<file path="config.mk">
export PLATFORM = sky130hd
export DESIGN_NAME = div_share_ctrl
export DESIGN_NICKNAME = d
export VERILOG_FILES = /design/src/rtl/div_share_ctrl.sv
export SDC_FILE = /design/constraint.sdc
export NUM_CORES = 1
export LEC_CHECK = 0
export CAP_MARGIN = 10
export CORE_ASPECT_RATIO = 1.2
export CORE_MARGIN = 5
export CORE_UTILIZATION = 30
export DETAILED_ROUTE_END_ITERATION = 6
export PLACE_DENSITY = 0.57
export SETUP_SLACK_MARGIN = 0.4
export SLEW_MARGIN = 20
export SYNTH_ARGS = -nofsm -noshare
export SYNTH_HDL_FRONTEND = slang
export SYNTH_SLANG_ARGS = --single-unit
</file>
<file path="constraint.sdc">
create_clock -name clk -period 6.2 [get_ports clk]
set_clock_uncertainty 0.05 [all_clocks]
set_input_delay 0.62 -clock clk [delete_from_list [all_inputs] [get_ports clk]]
set_output_delay 0.62 -clock clk [all_outputs]
set_load 0.01 [all_outputs]
</file>
<file path="src/rtl/div_share_ctrl.sv">
// Round-robin front end sharing one restoring divider (one quotient bit per clock) between two requesters.
// Response is registered and held until rsp_ready; no new request is accepted until the response is taken.
module div_share_ctrl #(
  parameter int WIDTH = 8
) (
  input  logic               clk,
  input  logic               rst,
  input  logic [1:0]         req_valid,
  output logic [1:0]         req_ready,
  input  logic [2*WIDTH-1:0] req_dividend,
  input  logic [2*WIDTH-1:0] req_divisor,
  output logic               rsp_valid,
  input  logic               rsp_ready,
  output logic               rsp_id,
  output logic [WIDTH-1:0]   rsp_quotient,
  output logic [WIDTH-1:0]   rsp_remainder,
  output logic               rsp_dbz,
  output logic               busy
);

  localparam int CW = $clog2(WIDTH);
  localparam logic [CW-1:0] LAST = CW'(WIDTH - 1);

  typedef enum logic [1:0] {IDLE, ITER, DONE} state_t;

  typedef struct packed {
    logic             id;
    logic [WIDTH-1:0] dvd;
    logic [WIDTH-1:0] dvs;
  } op_t;

  typedef struct packed {
    logic             id;
    logic [WIDTH-1:0] quo;
    logic [WIDTH-1:0] rem;
    logic             dbz;
  } rsp_t;

  state_t          state_q, state_d;
  op_t             op_q, op_d;
  logic [WIDTH:0]  rem_q, rem_d;
  logic [CW-1:0]   cnt_q, cnt_d;
  logic            ptr_q, ptr_d;
  rsp_t            rsp_q, rsp_d;
  logic            rsp_valid_q, rsp_valid_d;
  logic            busy_q, busy_d;

  logic [1:0]       gnt;
  logic             gnt_id;
  logic [WIDTH-1:0] sel_dvd;
  logic [WIDTH-1:0] sel_dvs;
  logic [WIDTH+1:0] shifted;
  logic [WIDTH+1:0] trial;
  logic             qbit;
  logic [WIDTH:0]   rem_nxt;
  logic [WIDTH-1:0] quo_nxt;

  // Pointed requester wins a tie; pointer flips to the other side on every accept.
  always_comb begin
    gnt = 2'b00;
    if (state_q == IDLE && !rst) begin
      if (req_valid[ptr_q]) begin
        gnt[ptr_q] = 1'b1;
      end else if (req_valid[~ptr_q]) begin
        gnt[~ptr_q] = 1'b1;
      end
    end
  end

  assign gnt_id  = gnt[1];
  assign sel_dvd = gnt_id ? req_dividend[2*WIDTH-1:WIDTH] : req_dividend[WIDTH-1:0];
  assign sel_dvs = gnt_id ? req_divisor[2*WIDTH-1:WIDTH]  : req_divisor[WIDTH-1:0];

  // op_q.dvd doubles as the quotient register: dividend bits shift out, quotient bits shift in.
  assign shifted = {rem_q, op_q.dvd[WIDTH-1]};
  assign trial   = shifted - {2'b00, op_q.dvs};
  assign qbit    = ~trial[WIDTH+1];
  assign rem_nxt = qbit ? trial[WIDTH:0] : shifted[WIDTH:0];
  assign quo_nxt = {op_q.dvd[WIDTH-2:0], qbit};

  always_comb begin
    state_d     = state_q;
    op_d        = op_q;
    rem_d       = rem_q;
    cnt_d       = cnt_q;
    ptr_d       = ptr_q;
    rsp_d       = rsp_q;
    rsp_valid_d = rsp_valid_q;
    unique case (state_q)
      IDLE: begin
        if (|gnt) begin
          op_d.id  = gnt_id;
          op_d.dvd = sel_dvd;
          op_d.dvs = sel_dvs;
          ptr_d    = ~gnt_id;
          if (sel_dvs == '0) begin
            rsp_d.id    = gnt_id;
            rsp_d.quo   = '1;
            rsp_d.rem   = sel_dvd;
            rsp_d.dbz   = 1'b1;
            rsp_valid_d = 1'b1;
            state_d     = DONE;
          end else begin
            rem_d   = '0;
            cnt_d   = '0;
            state_d = ITER;
          end
        end
      end
      ITER: begin
        rem_d    = rem_nxt;
        op_d.dvd = quo_nxt;
        cnt_d    = cnt_q + 1'b1;
        if (cnt_q == LAST) begin
          rsp_d.id    = op_q.id;
          rsp_d.quo   = quo_nxt;
          rsp_d.rem   = rem_nxt[WIDTH-1:0];
          rsp_d.dbz   = 1'b0;
          rsp_valid_d = 1'b1;
          state_d     = DONE;
        end
      end
      DONE: begin
        if (rsp_ready) begin
          rsp_valid_d = 1'b0;
          state_d     = IDLE;
        end
      end
      default: begin
        rsp_valid_d = 1'b0;
        state_d     = IDLE;
      end
    endcase
    busy_d = (state_d != IDLE);
  end

  always_ff @(posedge clk) begin
    if (rst) begin
      state_q     <= IDLE;
      op_q        <= '0;
      rem_q       <= '0;
      cnt_q       <= '0;
      ptr_q       <= 1'b0;
      rsp_q       <= '0;
      rsp_valid_q <= 1'b0;
      busy_q      <= 1'b0;
    end else begin
      state_q     <= state_d;
      op_q        <= op_d;
      rem_q       <= rem_d;
      cnt_q       <= cnt_d;
      ptr_q       <= ptr_d;
      rsp_q       <= rsp_d;
      rsp_valid_q <= rsp_valid_d;
      busy_q      <= busy_d;
    end
  end

  assign req_ready     = gnt;
  assign rsp_valid     = rsp_valid_q;
  assign rsp_id        = rsp_q.id;
  assign rsp_quotient  = rsp_q.quo;
  assign rsp_remainder = rsp_q.rem;
  assign rsp_dbz       = rsp_q.dbz;
  assign busy          = busy_q;

endmodule

</file>
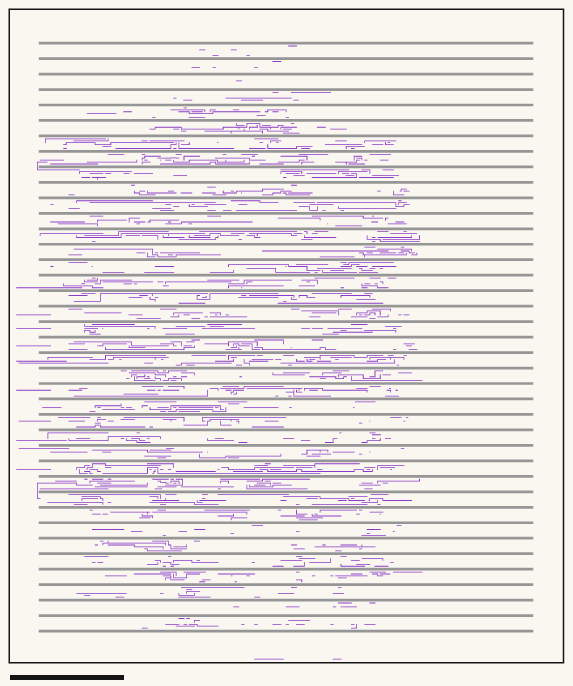
Fig. 1. M1 wires (run 1).
Bar = 20 µm. Supply wires on this layer in grey.
wire length on this layer: 3,060 µm
main direction: horizontal
nets with wire on the layer: 392
longest straight run: 28.5 µm
met1 Track Usage GR: 0.155
WL final: 7300 µm

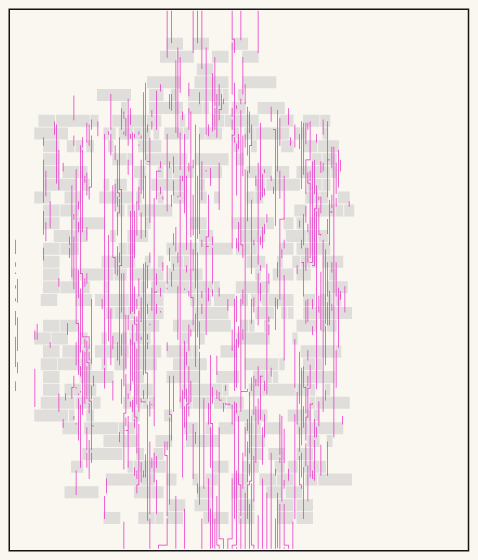
Fig. 2. Signal wires on met2 (run 1).
main direction: vertical
wire length on this layer: 3,890 µm
nets with wire on the layer: 349
longest straight run: 61.5 µm
vias after detailed routing: 2,487
GR Layer Usage met2: 0.254

==> flow_metrics.tcl, run 1 <==
# place-and-route summary
set metrics [dict create \
    comb_cell_power_w 0.000253 \
    syn_to_final_growth_pct 28.0 \
    holdWs_ps 431 \
    core_util_floorplan 0.305 \
    grt_pass1_wl_um 12300 \
    place_worst_setup_slack_ps 2180 \
    drive_gt1_frac 0.0747 \
    reg2reg_slack_ps 3240 \
    pg_seq_w 0.000369 \
    logic_area_um2 1580 \
    layout.cells.non_filler 495 \
    fp_nets 372 \
    dieHeight_um 115 \
    synth_cell_types 47 \
    pwr-share-seq 0.449 \
    cts.htree.levels 2 \
    timing.final.ws_setup_ps 2960 \
    yosysWarnings 0 \
    worstHoldPathCells 2 \
    regMostFlops "op_q" \
    post_cts_resized 0 \
    hold_end "op_q[16]" \
    setup-violations-final 0 \
    power_switching_w 0.000265 \
    endpoint_kind "flop" \
    tightest_slew_ps 925 \
    routed.top_layer "met4" \
    io_pins 59 \
    maxSlewHeadroom 0.383 \
    portBuffers 58 \
    post_cts_buffers 0 \
    design_area_um2 3500 \
    grt_pass1_vias 2469 \
    tritoncts "yes" \
    pwr-share-comb 0.308 \
    lay_top_cells "clkdlybuf4s50_1, dfxtp_1, nor2_1" \
    wl_met2_um 3890 \
    clock_path_buffers 2 \
    pg_clk_w 0.000200 \
    min_period_over_period 0.523 \
    hpwl_um 5570 \
    slowest_delay_ps 760 \
    layout_top_cell "clkdlybuf4s50_1" \
    die-width_um 97.2 \
    path_delay_family "AND-OR/OR-AND gates" \
    leakagePower_nw 1.33 \
    crit_path_start_kind "primary input" \
    swShare 0.323 \
    cp-endpoint "rem_q[6]" \
    ant_nets 0 \
    grt_antenna_before_repair 0 \
    topCellsByArea "dfxtp_1, nor2_1, mux2i_1" \
    dr.pass1.iters 5 \
    met3_length_um 258 \
    clk_pin_slew_ps 90 \
    die_area_um2 11100 \
    netlist_instances 324 \
    cp.depth 8 \
    grtUsageTotal 0.135 \
    crit_start "rst" \
    drv_cap 0 \
    p_total_w 0.000822 \
    core.rowCount 38 \
    r2r-start "state_q[0]" \
    rsz0062_at_grt "no" \
    met1_length_um 3060 \
    finalSetupTns_ps 0 \
    final_core_util 0.390 \
    numCtsBuffers 5 \
    postSynthSeqShare 0.380 \
    yosys.area.top_type "dfxtp_1" \
    crit_type "primary input to flop" \
    holdBufCountCts 0 \
    warning_count 26 \
    intPower_w 0.000556 \
    place_congestion 0.756 \
    crit_arrival_ps 3430 \
    clk_latency_ps 300 \
    grt-ovfl-total 0 \
    clockPowerShare 0.243 \
    min-delay-start "op_q[16]" \
    holdCritPathClass "flop to flop" \
    finalCriticalPeriod_ps 3240 \
    synth.top_cells.by_count "dfxtp_1, nor2_1, nand2_1" \
    cp_cell_sequence "buf_2 -> buf_4 -> nor3_2 -> nand3_2 -> mux2_2 -> a21oi_1 -> nand2_1 -> a31oi_1" \
    nFillCells 917 \
    viasPerCell 5.02 \
    peakVddDrop_v 0.0000896 \
    cp.required_ps 6380 \
    status "complete, no violations" \
    cts_sinks 52 \
    fp.coreArea_um2 8990 \
    dp.cells 487 \
    slew_viol_final 0 \
    synthArstFlopShare 0 \
    place_area_um2 3410 \
    antenna_cells 0 \
    largestRegisters "op_q (17), rem_q (9)" \
    ff_type "dfxtp_1" \
    drc 0 \
    edf_count 0 \
    avgSynthCellArea_um2 8.45 \
    r2r-end "rem_q[6]" \
]
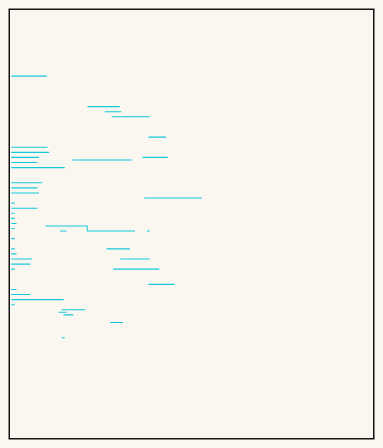
Fig. 3. The metal 3 layer (run 1).
main direction: horizontal
share of all routed wire: 3.6%

run 1: per-layer routing:
metal	GRT usage	up-vias
met2	0.254	60
met1	0.155	1157
met5	0	-
met3	0.0244	9
met4	0.0384	0
li1	-	1261
run 1: logic make-up (layout without fill, tap and decap cells):
group / count (synthesis) / in the layout / synth area share
XOR/XNOR: 6 / 6 / 0.0220
AND-OR/OR-AND: 75 / 75 / 0.202
flip-flops: 52 / 52 / 0.380
buffers and inverters: 31 / 82 / 0.0448
AND/OR/NAND/NOR: 125 / 125 / 0.204
multiplexers: 24 / 24 / 0.0942
adder cells (fa/ha/maj): 11 / 11 / 0.0530
run 1: final cells by class:
cell class	count	share of cell area
flip-flops and latches	52	0.297
repair buffers	60	0.169
multi-input cells	241	0.451
clock buffers	8	0.0257
inverters	14	0.0150
well taps	120	0.0429
Fig. 4: run 1, track usage over the die
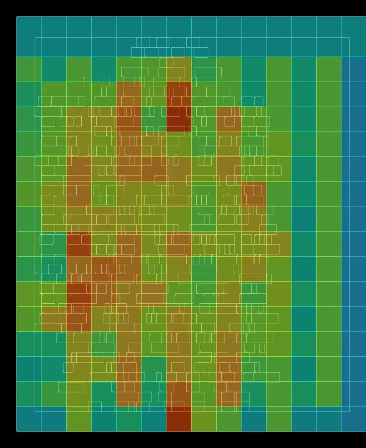

==> run 2, diff against run 1 <==
- PLACE_DENSITY: 0.57 -> 0.59
- clock period: 6.2 -> 2.9 ns (I/O delays scaled with it)
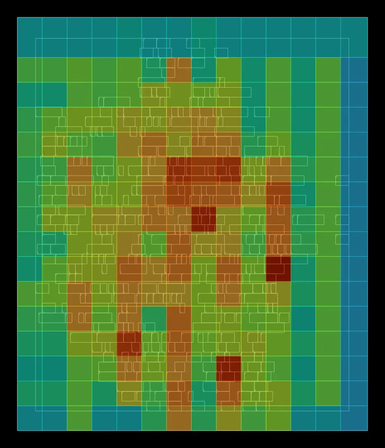
Fig. 5. Track usage over the die (run 2).
Top Usage Layer GRT: met2
post-DR wirelength/cell: 15.7 µm
met1 Track Usage GR: 0.165

==> run 2 against run 1 <==
Register-to-register slack worse by 2800 ps; count of clock-buffer cells in the layout is 3 lower; final cell count is 3.0% higher; total power went up to 2.7 times the previous value; synthesized area stayed put; critical path depth is 2 higher; critical endpoint is now rsp_remainder[6]; highest routed layer unchanged.
==> flow_metrics.tcl, run 2 <==
# place-and-route summary
set metrics [dict create \
    tightest_slew_ps 620 \
    cts_sinks 52 \
    yosys.area.top_type "dfxtp_1" \
    place_worst_setup_slack_ps 185 \
    drive_gt1_frac 0.182 \
    warning_count 27 \
    slowest_delay_ps 410 \
    synth_cell_types 47 \
    worst-path-buf-inv 2 \
    endpoint_kind "flop" \
    synthAoiAreaFrac 0.202 \
    min_period_over_period 0.850 \
    critPathMaxFanout 3 \
    layout_top_cell "clkdlybuf4s50_1" \
    drt_wl_total_um 8000 \
    peakVddDrop_v 0.000292 \
    numCtsBuffers 5 \
    wl_met2_um 4210 \
    grt_max_degree 53 \
    clockPowerShare 0.261 \
    ys_cells 324 \
    holdBufCountCts 0 \
    edf_count 0 \
    synth.top_cells.by_count "dfxtp_1, nor2_1, nand2_1" \
    comb_cell_power_w 0.000850 \
    hold_viol 0 \
    pwr-share-seq 0.358 \
    regMostFlops "op_q" \
    largestRegisters "op_q (17), rem_q (9)" \
    core.rowCount 38 \
    r2r-start "op_q[15]" \
    fp.coreArea_um2 8990 \
    rr_worst_depth 10 \
    clk_latency_ps 310 \
    antenna_cells 0 \
    io_pins 59 \
    met1_length_um 3440 \
    post_cts_resized 11 \
    holdWs_ps 422 \
    cts.htree.levels 2 \
    ff_type "dfxtp_1" \
    grt-ovfl-total 0 \
    path_delay_family "adder cells" \
    nNetsFinal 438 \
    portBuffers 58 \
    critPathSlowestCell "fa_1" \
    intPower_w 0.00154 \
    slew_viol_final 0 \
    yosysWarnings 0 \
    power_leader "combinational cells" \
    hpwl_um 5570 \
    setup-violations-final 0 \
    pg_seq_w 0.000797 \
    grtUsageTotal 0.142 \
    crit_arrival_ps 2590 \
    timing.final.ws_setup_ps 435 \
    gr-usage-met2 0.260 \
    holdCritPathClass "flop to flop" \
    maxSlewHeadroom 0.585 \
    cp.required_ps 3030 \
    ant_nets 0 \
    cp.depth 10 \
    top_cell_area_share 0.380 \
    viasPerCell 5.06 \
    lay_top_cells "clkdlybuf4s50_1, dfxtp_1, nor2_1" \
    netlist_instances 324 \
    grt_pass1_wl_um 12800 \
    dr.pass1.iters 6 \
    core_util_floorplan 0.305 \
    netlist_area_um2 2740 \
    status "complete, no violations" \
    crit_path_start_kind "flop" \
    met3_length_um 218 \
    synthXorXnorAreaFrac 0.0219 \
    syn_to_final_growth_pct 41.2 \
    simple_gate_share 0.204 \
    dp.cells 492 \
    final_core_util 0.430 \
    pg_clk_w 0.000582 \
    clk_pin_slew_ps 100 \
    top_logic_kind "simple AND/OR/NAND/NOR gates" \
    finalCriticalPeriod_ps 2460 \
    post_cts_buffers 3 \
    power_switching_w 0.000685 \
    dieHeight_um 115 \
    postSynthSeqShare 0.380 \
    clock_path_buffers 2 \
    powerDensity_nw_per_um2 577 \
    cts_root_buf "clkbuf_8" \
    pwr-share-comb 0.382 \
    cp-endpoint "rsp_remainder[6]" \
    r2r-end "rsp_remainder[6]" \
    layout.cells.non_filler 510 \
    topCellsByArea "dfxtp_1, nor2_1, mux2i_1" \
    grt_antenna_before_repair 0 \
    met3_usage 0.0305 \
    largest_register_ffs 17 \
    numSynthFlops 52 \
    drc 0 \
    tritoncts "yes" \
    routed.top_layer "met4" \
    place_congestion 0.808 \
    cp_cell_sequence "inv_1 -> ha_2 -> inv_1 -> fa_1 -> a21o_1 -> a31oi_1 -> nor2b_1 -> or3_1 -> nand4_1 -> a311oi_1" \
    fp_nets 372 \
    place_area_um2 3440 \
    cp_common_cell "inv_1" \
    design_area_um2 3860 \
    ys_area_um2 2740 \
    most_common_cell "dfxtp_1" \
    die-width_um 97.2 \
    avgSynthCellArea_um2 8.45 \
    grt_pass1_vias 2623 \
    clock.fmax_ghz 0.406 \
    finalSetupTns_ps 0 \
    ys_sh_adder 0.0530 \
    crit_type "flop to flop" \
    num_vias 2580 \
    drv_cap 0 \
    ys_sh_mux 0.0942 \
    rsz0062_at_grt "yes" \
    synthArstFlopShare 0 \
    reg2reg_slack_ps 440 \
    swShare 0.307 \
    die_area_um2 11100 \
    initialDrtViolationCount 136 \
    p_total_w 0.00223 \
    crit_start "op_q[15]" \
    leakagePower_nw 1.47 \
]
run 2: cell counts after synthesis:
Identical to the previous run, type by type.
run 2: worst min-delay path by stage:
stage,slack [ps],end,cells past startpoint,startpoint
final,420,op_q[16],2,op_q[16]
after global routing,470,op_q[16],2,op_q[16]
after CTS,420,op_q[16],2,op_q[16]
after detailed placement,400,op_q[16],2,op_q[16]
after global placement,400,op_q[16],2,op_q[16]
after floorplan,360,ptr_q,1,req_valid[1]
run 2: layout make-up:
| type | count | area [µm²] |
|---|---|---|
| fillers | 874 | 5120 |
| repair buffers | 76 | 731 |
| clock inverters | 2 | 60.1 |
| well taps | 120 | 150 |
| multi-input cells | 241 | 1750 |
| inverters | 14 | 52.6 |
| clock buffers | 5 | 68.8 |
| flip-flops and latches | 52 | 1050 |
Power and IR drop assume default switching activity.
